### Floorplan with the power grid, run 1

Pins as bars on the die edge. Tap cells in gray.
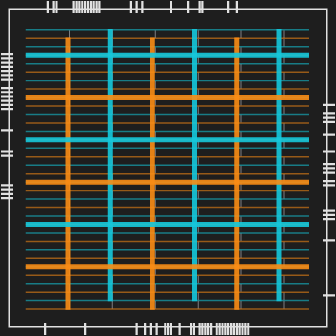
### Cells colored by class, run 1

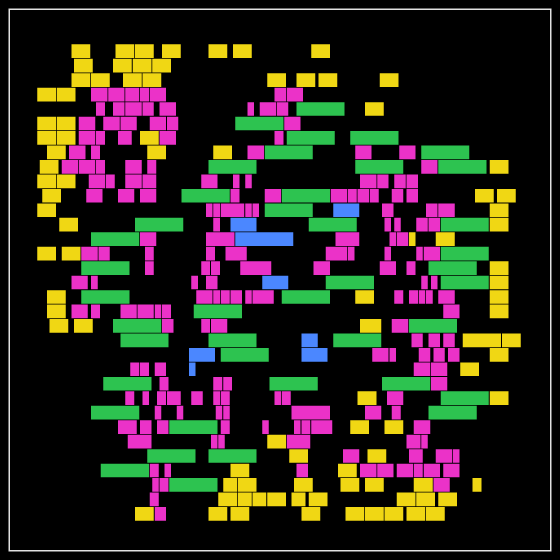
### Clock network drawn from the DEF, run 1

Scale bar: 20 um.
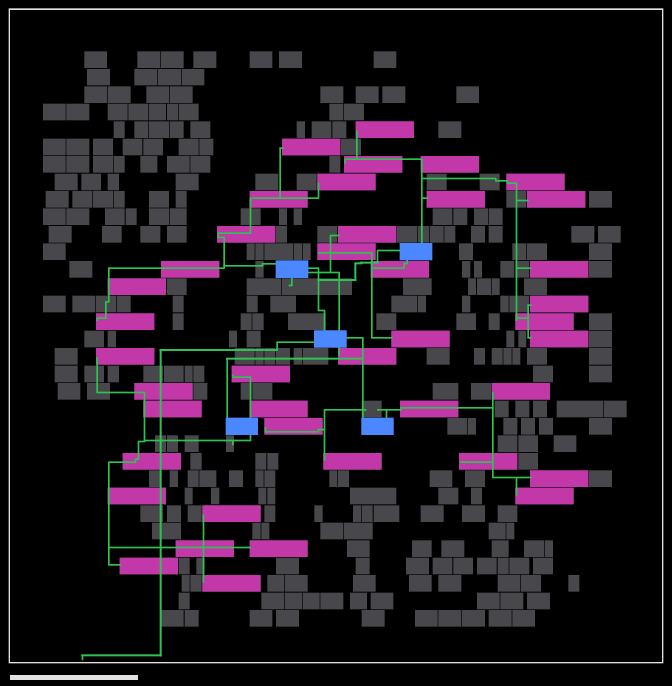
## config.mk

```make
export PLATFORM = sky130hd
export DESIGN_NAME = hazard_ctrl
export DESIGN_NICKNAME = d
export VERILOG_FILES = /design/src/rtl/hazard_ctrl.sv
export SDC_FILE = /design/constraint.sdc
export NUM_CORES = 1
export LEC_CHECK = 0
export ABC_AREA = 0
export ABC_CLOCK_PERIOD_IN_PS = 4400
export CAP_MARGIN = 20
export CORE_MARGIN = 5
export CORE_UTILIZATION = 28
export DETAILED_ROUTE_END_ITERATION = 16
export GPL_TIMING_DRIVEN = 0
export PLACE_DENSITY_LB_ADDON = 0.1
export SLEW_MARGIN = 15
export SYNTH_ARGS = -nofsm -noshare
export SYNTH_HDL_FRONTEND = slang
export SYNTH_SLANG_ARGS = --single-unit
```

## constraint.sdc

```tcl
create_clock -name clk -period 4.4 [get_ports clk]
set_input_delay 0.88 -clock clk [delete_from_list [all_inputs] [get_ports clk]]
set_output_delay 0.88 -clock clk [all_outputs]
set_load 0.05 [all_outputs]
```

## src/rtl/hazard_ctrl.sv

```systemverilog
// Hazard and pipeline-control unit for the 5-stage MIPS pipeline: EX operand forwarding,
// load-use interlock, branch flush and whole-pipeline freeze while data memory is busy.
module hazard_ctrl #(
  parameter int unsigned REG_AW   = 5,
  parameter int unsigned CNT_W    = 16,
  parameter int unsigned MAX_WAIT = 64
) (
  input  logic              clk,
  input  logic              rst_n,
  input  logic [REG_AW-1:0] id_rs,
  input  logic [REG_AW-1:0] id_rt,
  input  logic [REG_AW-1:0] ex_rs,
  input  logic [REG_AW-1:0] ex_rt,
  input  logic              ex_mem_read,
  input  logic [REG_AW-1:0] ex_rt_dst,
  input  logic              exm_reg_write,
  input  logic [REG_AW-1:0] exm_wr_reg,
  input  logic              mwb_reg_write,
  input  logic [REG_AW-1:0] mwb_wr_reg,
  input  logic              pc_src,
  input  logic              mem_busy,
  output logic [1:0]        forward_a_sel,
  output logic [1:0]        forward_b_sel,
  output logic              pc_en,
  output logic              if_id_en,
  output logic              id_ex_en,
  output logic              ex_mem_en,
  output logic              mem_wb_en,
  output logic              if_id_flush,
  output logic              id_ex_flush,
  output logic              ex_mem_flush,
  output logic              mem_timeout,
  output logic [CNT_W-1:0]  stall_count,
  output logic [CNT_W-1:0]  flush_count
);

  localparam int unsigned WaitW = ($clog2(MAX_WAIT) > 0) ? $clog2(MAX_WAIT) : 1;
  localparam logic [WaitW-1:0] WaitLast = WaitW'(MAX_WAIT - 1);

  typedef enum logic [1:0] {StRun, StWait, StErr} state_e;

  state_e             state_q, state_d;
  logic [WaitW-1:0]   wait_cnt_q, wait_cnt_d;
  logic               pend_flush_q, pend_flush_d;
  logic [CNT_W-1:0]   stall_q, stall_d;
  logic [CNT_W-1:0]   flush_q, flush_d;
  logic               lu;

  always_comb begin
    forward_a_sel = 2'b00;
    forward_b_sel = 2'b00;
    if (exm_reg_write && exm_wr_reg != '0 && exm_wr_reg == ex_rs) begin
      forward_a_sel = 2'b10;
    end else if (mwb_reg_write && mwb_wr_reg != '0 && mwb_wr_reg == ex_rs) begin
      forward_a_sel = 2'b01;
    end
    if (exm_reg_write && exm_wr_reg != '0 && exm_wr_reg == ex_rt) begin
      forward_b_sel = 2'b10;
    end else if (mwb_reg_write && mwb_wr_reg != '0 && mwb_wr_reg == ex_rt) begin
      forward_b_sel = 2'b01;
    end
  end

  assign lu = ex_mem_read && (ex_rt_dst != '0) && (ex_rt_dst == id_rs || ex_rt_dst == id_rt);

  // WAIT releases combinationally in its first non-busy cycle, so it shares RUN's output logic.
  always_comb begin
    state_d      = state_q;
    wait_cnt_d   = wait_cnt_q;
    pend_flush_d = pend_flush_q;
    pc_en        = 1'b0;
    if_id_en     = 1'b0;
    id_ex_en     = 1'b0;
    ex_mem_en    = 1'b0;
    mem_wb_en    = 1'b0;
    if_id_flush  = 1'b0;
    id_ex_flush  = 1'b0;
    ex_mem_flush = 1'b0;
    unique case (state_q)
      StRun, StWait: begin
        if (mem_busy) begin
          if (pc_src) pend_flush_d = 1'b1;
          if (wait_cnt_q == WaitLast) begin
            state_d = StErr;
          end else begin
            state_d    = StWait;
            wait_cnt_d = wait_cnt_q + WaitW'(1);
          end
        end else begin
          state_d    = StRun;
          wait_cnt_d = '0;
          pc_en      = 1'b1;
          if_id_en   = 1'b1;
          id_ex_en   = 1'b1;
          ex_mem_en  = 1'b1;
          mem_wb_en  = 1'b1;
          if (pc_src || pend_flush_q) begin
            if_id_flush  = 1'b1;
            id_ex_flush  = 1'b1;
            ex_mem_flush = 1'b1;
            pend_flush_d = 1'b0;
          end else if (lu) begin
            pc_en       = 1'b0;
            if_id_en    = 1'b0;
            id_ex_flush = 1'b1;
          end
        end
      end
      default: ;
    endcase
  end

  always_comb begin
    stall_d = stall_q;
    flush_d = flush_q;
    if (!pc_en && state_q != StErr && stall_q != '1) stall_d = stall_q + CNT_W'(1);
    if (if_id_flush && flush_q != '1) flush_d = flush_q + CNT_W'(1);
  end

  always_ff @(posedge clk or negedge rst_n) begin
    if (!rst_n) begin
      state_q      <= StRun;
      wait_cnt_q   <= '0;
      pend_flush_q <= 1'b0;
      stall_q      <= '0;
      flush_q      <= '0;
    end else begin
      state_q      <= state_d;
      wait_cnt_q   <= wait_cnt_d;
      pend_flush_q <= pend_flush_d;
      stall_q      <= stall_d;
      flush_q      <= flush_d;
    end
  end

  assign mem_timeout = (state_q == StErr);
  assign stall_count = stall_q;
  assign flush_count = flush_q;

endmodule

```

==> impl_metrics.ini, run 1 <==
; generated from flow reports
[outcome]
outcome = finished clean

[run]
max_cap_violations = 0

[die]
io_pins = 87
core_util_floorplan_pct = 28.7

[clocking]
postCtsSetupRepairBufs = 0
cts_buffer_depth = 2
cts.reportedPaths.clkPinSlew_ns = 0.08
tritoncts = built

[drt]
dr_total_vias = 2027
via_per_inst = 4.65

[timing]
skew_ns = 0.00931
finalWorstPathRequiredPeriod_ns = 4.26
tightestPinTransition_ns = 0.688
relSlewSlack_pct = 53.8
fmaxAchievable_ghz = 0.235

[yosys]
top_cell_area_share_pct = 43.7
yosysTopAreaCell = sky130_fd_sc_hd__dfrtp_1
syn_avg_cell_area_um2 = 9.95
synthesis.instances = 236

[grt]
grt_first_pass_wirelength_um = 9680

[pwr]
power_per_cell_area_nw_per_um2 = 394
swShare_pct = 39.6
power.net_switching_mw = 0.541
total_power_mw = 1.37

[critical_path]
worst_ep_required_time_ns = 3.52
crit_path_max_fanout = 3
worst-r2r-setup-slack_ns = 2.34
criticalPathCategory = primary input to output port

[cells_and_area]
most_instantiated_logic_cell_after_routing = sky130_fd_sc_hd__clkdlybuf4s50_1

[placement]
portbufs = 86
-- 'Floorplan with the power grid' (at the start) --
- cyan: VDD
- orange: VSS
- met5 straps: 6
- signal pins: 87
width of the die: 102 um
worst vdd rail ir drop: 0.150 mV

-- 'Cells colored by class' (at the start) --
- magenta: combinational and other logic (cells 189)
- green: flops (cells 41)
- yellow: other buffers and delay cells (cells 93)
- blue: clock drivers and dummy loads (cells 8)
flop share of the area: 29.6%
Core Util, Final: 42.4%
floorplan row count: 33
Std-Cell Core Area: 8180 um2

-- 'Clock network drawn from the DEF' (at the start) --
- blue: clock drivers (count 5)
- magenta: flip-flops (count 41)
- green: clock wires (length 580 um)
- routed clock nets: 6
power attributed to the clock group: 0.301 mW
share of total power in the clock network: 22.0%

==> run 1: power by group through the flow <==
stage	Sequential, mW	Clock (mW)	Combinational [mW]
2_1_floorplan	0.701	0	0.157
3_3_place_gp	0.520	0	0.558
3_5_place_dp	0.521	0	0.561
4_1_cts	0.514	0.317	0.562
5_1_grt	0.524	0.330	0.589
6_report	0.512	0.301	0.553
==> run 1: logic make-up after synthesis <==
| logic type | share of synthesized area, % |
|---|---|
| AND/OR/NAND/NOR | 22.1 |
| AND-OR/OR-AND | 7.41 |
| adder cells (fa/ha/maj) | 1.60 |
| multiplexers | 0.959 |
| flip-flops | 43.7 |
| XOR/XNOR | 22.0 |
| buffers and inverters | 2.24 |
==> run 1: synthesized netlist by cell type, types with 4 or more instances <==
master	count
sky130_fd_sc_hd__and3_1	9
sky130_fd_sc_hd__buf_4	4
sky130_fd_sc_hd__dfrtp_1	41
sky130_fd_sc_hd__nand2_1	23
sky130_fd_sc_hd__nand3_1	18
sky130_fd_sc_hd__nand4_1	13
sky130_fd_sc_hd__nor2_1	14
sky130_fd_sc_hd__nor3_1	8
sky130_fd_sc_hd__o21ai_0	10
sky130_fd_sc_hd__or4_1	4
sky130_fd_sc_hd__xnor2_1	35
sky130_fd_sc_hd__xor2_1	24
==> run 1: routing by layer <==
| metal | up-vias | global-route usage, % | routed length (um) |
|---|---|---|---|
| met5 | - | 0 | 0 |
| met4 | 0 | 3.37 | 51 |
| met3 | 4 | 2.41 | 293 |
| met2 | 44 | 19.7 | 2880 |
| met1 | 951 | 14.9 | 2500 |
| li1 | 1028 | - | - |
==> run 1: sequential cells by signal, summed over array words and instances, names as in the netlist <==
name and flops:
flush_count 16, stall_count 16, wait_cnt_q 6, state_q 2
pend_flush_q 1
==> run 1: path summary, 6_finish.rpt <==
| check | start | to | cells after the start |
|---|---|---|---|
| hold reg to reg | state_q[0] | state_q[0] | 2 |
| hold / removal | rst_n | stall_count[14] | 1 |
| setup / recovery | exm_wr_reg[1] | forward_b_sel[0] | 6 |
| max in group asynchronous | rst_n | wait_cnt_q[4] | 2 |
| setup reg to reg | state_q[1] | flush_count[15] | 4 |
| min in group clk | state_q[0] | state_q[0] | 2 |
==> run 1: metrics by stage <==
step / hold slack, ns / setup WS, ns / std cells
6_report: 0.448 / 0.143 / 436
2_1_floorplan: 0.448 / 0.0629 / 236
4_1_cts: 0.449 / 0.113 / 436
3_5_place_dp: 0.473 / 0.131 / 428
3_3_place_gp: 0.466 / 0.0969 / 427
5_1_grt: 0.465 / 0.0123 / 436
==> run 1: area by class of cell <==
cell class	count	area [um2]
inverters	2	7.51
fillers	820	4710
repair buffers	87	876
clock inverters	2	38.8
plain buffers	6	45.0
flip-flops and latches	41	1030
multi-input cells	187	1270
well taps	105	131
clock buffers	6	72.6
### Wiring by layer, run 1

Scale bar: 20 um.
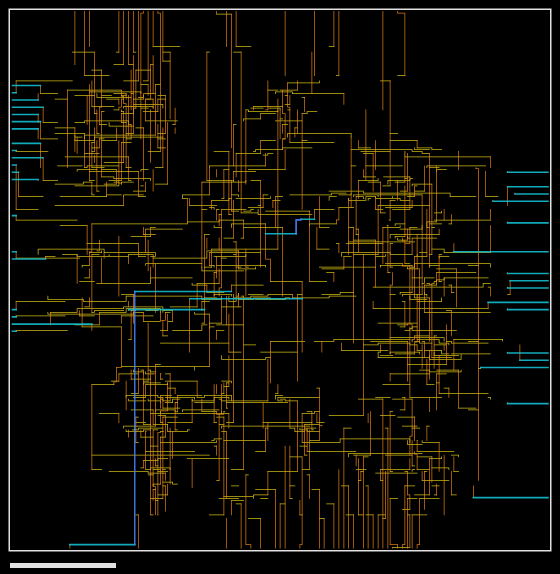

==> run 1 -> run 2 <==
--- a/config.mk
+++ b/config.mk
@@ -6,9 +6,9 @@
 export NUM_CORES = 1
 export LEC_CHECK = 0
 export ABC_AREA = 0
-export ABC_CLOCK_PERIOD_IN_PS = 4400
+export ABC_CLOCK_PERIOD_IN_PS = 3800
 export CAP_MARGIN = 20
-export CORE_MARGIN = 5
+export CORE_MARGIN = 2
 export CORE_UTILIZATION = 28
 export DETAILED_ROUTE_END_ITERATION = 16
 export GPL_TIMING_DRIVEN = 0
==> constraint.sdc (replaced) <==
create_clock -name clk -period 3.8 [get_ports clk]
set_input_delay 0.76 -clock clk [delete_from_list [all_inputs] [get_ports clk]]
set_output_delay 0.76 -clock clk [all_outputs]
set_load 0.05 [all_outputs]
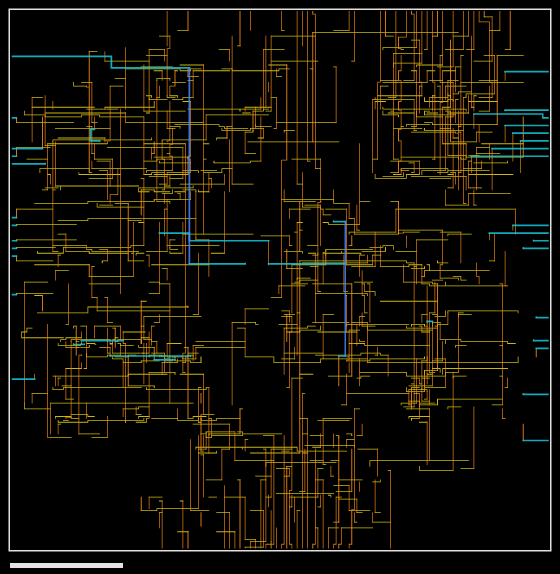
*Wiring by layer, run 2*
Scale bar: 20 um.
- cyan: metal 3 (wire length 244 um)
- yellow: metal 1 (wire length 2610 um)
- blue: metal 4 (wire length 58.5 um)
- orange: metal 2 (wire length 2860 um)

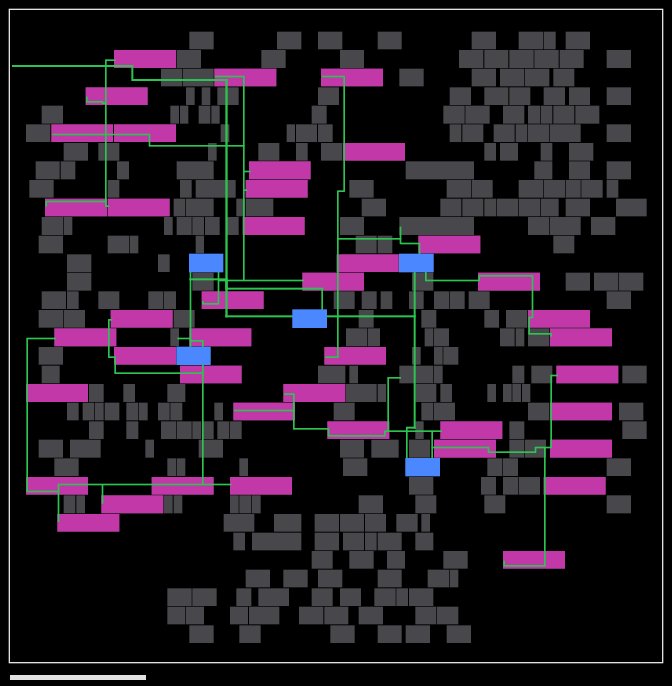
*Clock network drawn from the DEF, run 2*
Scale bar: 20 um.
- magenta: flip-flops (count 41)
- green: clock wires (length 601 um)
- blue: clock drivers (count 5)
- routed clock nets: 6

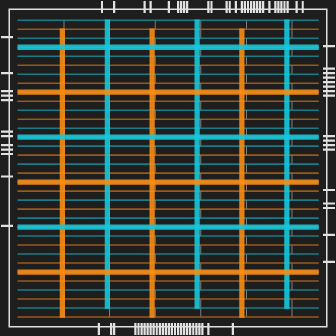
*Floorplan with the power grid, run 2*
Pins as bars on the die edge. Tap cells in gray.
- orange: VSS
- cyan: VDD
- rows: 33
- met1 rails: 34
- met4 straps: 6
width of the die: 95.6 um
worst vdd rail ir drop: 0.169 mV
floorplan die height: 95.6 um

==> impl_metrics.ini, run 2 <==
; generated from flow reports
[critical_path]
reg2reg_depth = 4
worst-r2r-setup-slack_ns = 1.82
rr_endpoint = flush_count[15]
crit_path_max_fanout = 3
criticalPathCategory = primary input to output port
worst_ep_required_time_ns = 3.04

[clocking]
tritoncts = built
postCtsSetupRepairBufs = 0
cts_buffer_depth = 2
cts-buffers-inserted = 5

[cells_and_area]
post-route-util_pct = 42.8

[drt]
via_per_inst = 4.62
dr_total_vias = 2015

[die]
io_pins = 87
num_rows = 33
floorplan.core_area_um2 = 8180
core_util_floorplan_pct = 28.7

[yosys]
synth.cellmix.adderShare_pct = 1.60
post_synth_xor_area_fraction_pct = 22.0
simple_gate_share_pct = 22.1
syn_avg_cell_area_um2 = 9.95
topCombFamilyByArea = simple AND/OR/NAND/NOR gates
top_cell_area_share_pct = 43.7
area_fraction_in_compound_gates_pct = 7.41
mux_share_pct = 0.959
top_cell = sky130_fd_sc_hd__dfrtp_1
synth.cells.most_frequent = sky130_fd_sc_hd__dfrtp_1 (41), sky130_fd_sc_hd__xnor2_1 (35), sky130_fd_sc_hd__xor2_1 (24)

[run]
max_cap_violations = 0

[outcome]
outcome = finished clean

[placement]
portbufs = 86

[timing]
finalWorstPathRequiredPeriod_ns = 3.75
relSlewSlack_pct = 59.5
skew_ns = 0.00604
fmaxAchievable_ghz = 0.267

[pwr]
total_power_mw = 1.60
[run 2: cell counts after synthesis]
No cell type changed its count.
[run 2: what timing repair did]
item,4_1_cts,5_1_grt
resized,4,8
pin swaps,0,0
endpoints found under the setup margin,5,5
gates cloned,0,0
[run 2: metal layers]
metal	GRT usage, %	vias to the layer above	share of wire (%)
li1	-	1018	-
met1	17.2	945	45
met2	21.7	47	50
met3	2.77	5	4.2
met4	3.93	0	1.0
met5	0	-	0
[run 2: worst max path at each step]
stage             startpoint               end  slack (ns)
5_1_grt        exm_wr_reg[1]  forward_a_sel[0]      0.0005
3_5_place_dp   exm_wr_reg[1]  forward_b_sel[0]       -0.26
2_1_floorplan  exm_wr_reg[1]  forward_b_sel[0]       -0.21
4_1_cts         ex_rt_dst[0]          if_id_en        0.02
6_report       exm_wr_reg[1]  forward_a_sel[1]        0.05
3_3_place_gp   exm_wr_reg[1]  forward_b_sel[0]       -0.27
[run 2: metrics by stage]
step                hold slack, ns  worst slack, ns  std cells
global route                 0.504         0.000498        436
CTS                          0.488           0.0246        436
finish                       0.472           0.0506        436
detailed placement           0.469           -0.258        428
global placement             0.465           -0.273        427
floorplan                    0.448           -0.213        236
[run 2: kinds of logic (layout without fill, tap and decap cells)]
group / after synthesis / count (layout)
buffers and inverters: 8 / 103
AND-OR/OR-AND: 23 / 23
multiplexers: 2 / 2
AND/OR/NAND/NOR: 100 / 100
adder cells (fa/ha/maj): 3 / 3
XOR/XNOR: 59 / 59
flip-flops: 41 / 41
[run 2: layout make-up]
cell class | instances | area, um2
fill | 838 | 4680
multi-input combinational | 187 | 1290
sequential | 41 | 1030
timing repair buffer | 87 | 883
tap | 105 | 131
clock buffer | 7 | 86.3
buffer | 6 | 45.0
clock inverter | 1 | 30.0
inverter | 2 | 7.51
[run 2: critical path: cells and delay by family]
| kind | cells | cell delay [ns] |
|---|---|---|
| AND-OR/OR-AND | 1 | 0.37 |
| buffers and inverters | 2 | 1.21 |
| AND/OR/NAND/NOR | 2 | 0.66 |
[run 2: report_power, final]
group | switching [mW] | internal (mW) | leakage [nW]
clock network | 0.150 | 0.214 | 0.0585
registers | 0.0819 | 0.506 | 0.544
logic | 0.398 | 0.253 | 0.813
### Cells colored by class, run 2

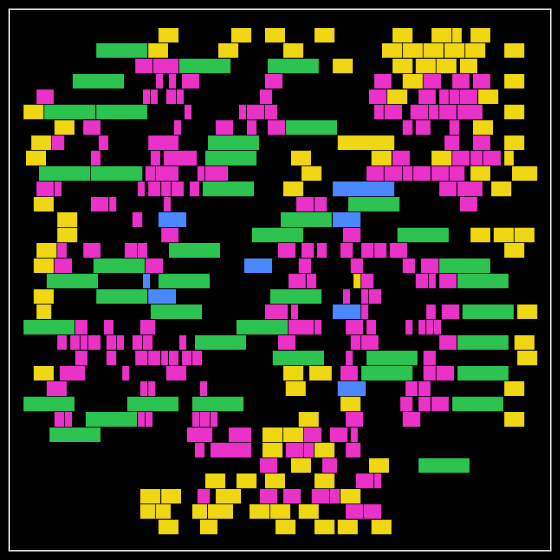

==> run 2 -> run 3 <==
--- a/config.mk
+++ b/config.mk
@@ -9,7 +9,7 @@
 export ABC_CLOCK_PERIOD_IN_PS = 3800
 export CAP_MARGIN = 20
 export CORE_MARGIN = 2
-export CORE_UTILIZATION = 28
+export CORE_UTILIZATION = 35
 export DETAILED_ROUTE_END_ITERATION = 16
 export GPL_TIMING_DRIVEN = 0
 export PLACE_DENSITY_LB_ADDON = 0.1
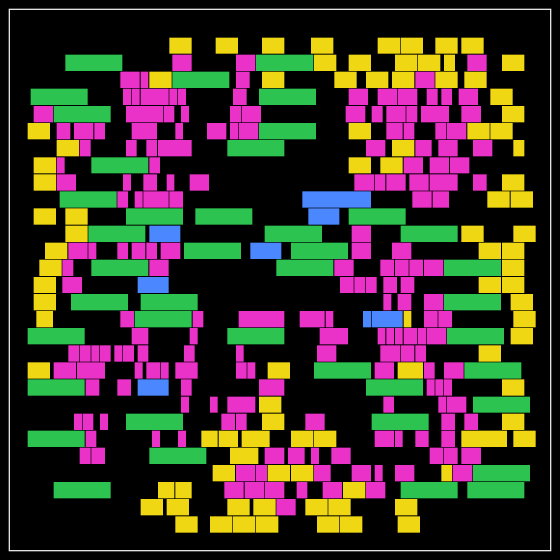
*Cells colored by class, run 3*
- magenta: combinational and other logic (cells 189)
- yellow: other buffers and delay cells (cells 93)
- blue: clock drivers and dummy loads (cells 8)
- green: flops (cells 41)
Core Util, Final: 53.7%
flop share of the area: 29.8%
floorplan row count: 29
Std-Cell Core Area: 6420 um2

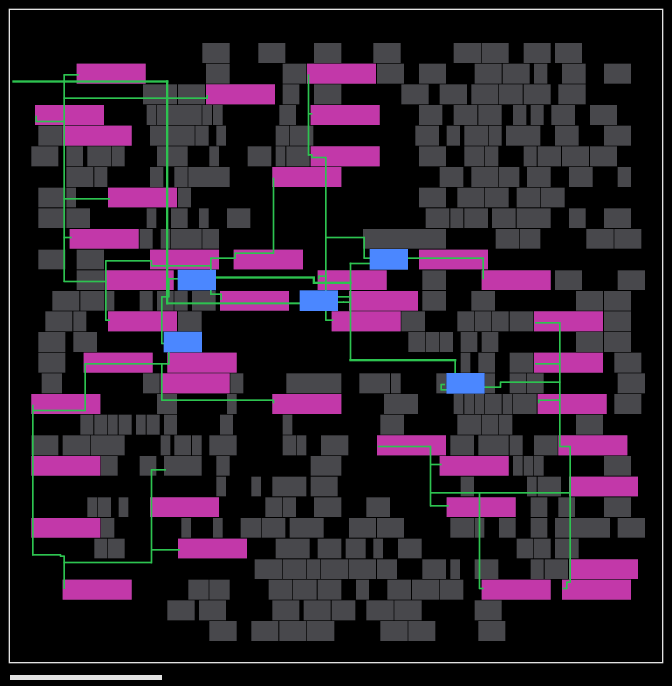
*Clock network drawn from the DEF, run 3*
Scale bar: 20 um.
- blue: clock drivers (count 5)
- green: clock wires (length 540 um)
- magenta: flip-flops (count 41)
- routed clock nets: 6

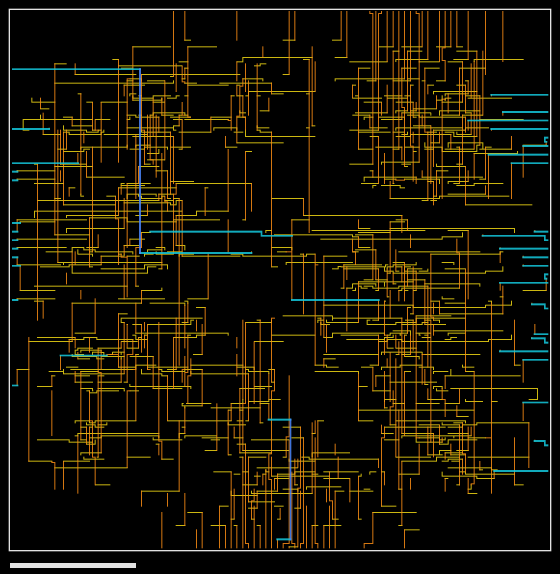
*Wiring by layer, run 3*
Scale bar: 20 um.
- cyan: metal 3 (wire length 242 um)
- yellow: metal 1 (wire length 2580 um)
- blue: metal 4 (wire length 48.3 um)
- orange: metal 2 (wire length 2630 um)

==> impl_metrics.ini, run 3 <==
; generated from flow reports
[die]
die-height_um = 85.9
core_util_floorplan_pct = 36.6
io_pins = 87

[yosys]
top_cell = sky130_fd_sc_hd__dfrtp_1
synth.cells.most_frequent = sky130_fd_sc_hd__dfrtp_1 (41), sky130_fd_sc_hd__xnor2_1 (35), sky130_fd_sc_hd__xor2_1 (24)
top_cell_area_share_pct = 43.7

[pwr]
swShare_pct = 39.1
vdd.ir_drop.worst_mv = 0.256
power.net_switching_mw = 0.624
share_seq_of_total_power_pct = 37.3
clockPowerShare_pct = 22.5
internal_power_mw = 0.971

[cells_and_area]
fillers = 582
ff_latch_area_um2 = 1030

[placement]
portbufs = 86

[drt]
dr_total_vias = 2006

[critical_path]
worst_ep_required_time_ns = 3.04
rr_endpoint = stall_count[1]
reg2reg_depth = 7
crit_path_max_fanout = 3

[clocking]
cts_buffer_depth = 2
tritoncts = built
cts-buffers-inserted = 5

[outcome]
outcome = finished clean

[timing]
skew_ns = 0.0132
relSlewSlack_pct = 59.3
fmaxAchievable_ghz = 0.271
finalWorstPathRequiredPeriod_ns = 3.69
run 3: through the flow:
stage | power [mW] | std cells | hold slack, ns | setup WS [ns]
5_1_grt | 1.69 | 408 | 0.428 | 0.0318
3_3_place_gp | 1.24 | 399 | 0.468 | -0.252
3_5_place_dp | 1.25 | 400 | 0.477 | -0.238
4_1_cts | 1.61 | 408 | 0.414 | 0.0261
6_report | 1.60 | 408 | 0.402 | 0.109
2_1_floorplan | 0.995 | 236 | 0.448 | -0.213
run 3: logic make-up (layout without fill, tap and decap cells):
group,after synthesis,count (layout),share of synthesized area [%]
AOI/OAI and AO/OA,23,23,7.41
and+or+nand+nor,100,100,22.1
adders and majority gates,3,3,1.60
xor gates and xnor gates,59,59,22.0
muxes,2,2,0.959
buffers and inverters,8,103,2.24
DFF,41,41,43.7
run 3: worst max-delay path: cells and delay by family:
family / cells / cell delay, ns
and+or+nand+nor: 2 / 0.64
AOI/OAI and AO/OA: 1 / 0.34
buffers and inverters: 2 / 1.20
run 3: power groups by stage:
stage / Clock [mW] / Sequential [mW] / Combinational [mW]
finish: 0.360 / 0.595 / 0.641
global route: 0.393 / 0.607 / 0.688
CTS: 0.373 / 0.595 / 0.647
detailed placement: 0 / 0.604 / 0.646
global placement: 0 / 0.600 / 0.640
floorplan: 0 / 0.811 / 0.183
run 3: routing by layer:
metal	global-route usage, %	routed length [um]	vias to the layer above
li1	-	-	1018
met1	21.3	2580	940
met2	25.3	2630	44
met3	3.56	241	4
met4	3.90	48	0
met5	0	0	-
run 3: worst max path at each step:
stage / to / from / depth (start not counted)
2_1_floorplan: forward_b_sel[0] / exm_wr_reg[1] / 4
3_3_place_gp: forward_b_sel[0] / exm_wr_reg[1] / 6
3_5_place_dp: forward_b_sel[0] / exm_wr_reg[1] / 6
4_1_cts: if_id_en / ex_rt_dst[3] / 6
5_1_grt: forward_a_sel[1] / exm_wr_reg[1] / 5
6_report: forward_a_sel[1] / exm_wr_reg[1] / 5
run 3: layout make-up:
type                            count  area share (%)
Buffer                              6            1.31
Clock buffer                        7            2.50
Clock inverter                      1           0.871
Inverter                            2           0.218
Multi-Input combinational cell    187            37.3
Sequential cell                    41            29.8
Tap cell                           77            2.79
Timing Repair Buffer               87            25.2
run 3: repair_timing:
item	in CTS	in global routing
buffers inserted	0	0
hold buffers	0	0
gates resized	4	8
setup endpoints to repair	5	4

==> layout pictures side by side <==
Routing congestion map.
(a)
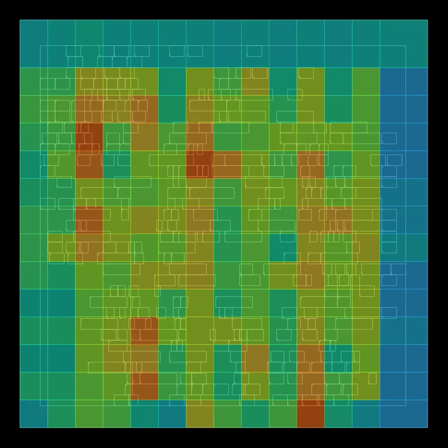
(b)
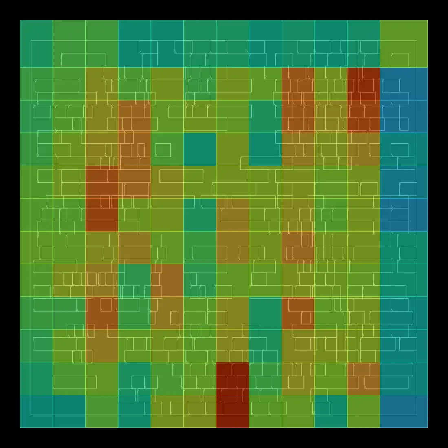
(c)
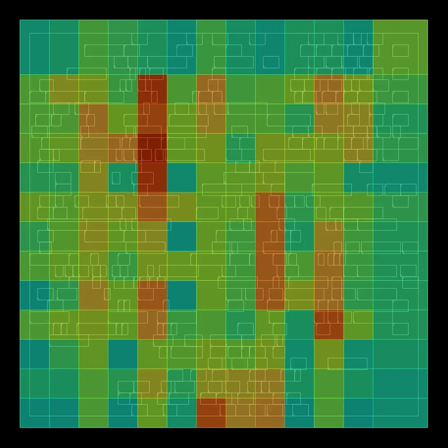
The one with the highest track usage is (b).
The one with the highest utilization is (b).
| picture | from |
|---|---|
| (b) | run 3 |
| (a) | run 1 |
| (c) | run 2 |

No activity file was given, so power comes from the tool's default toggle rates.
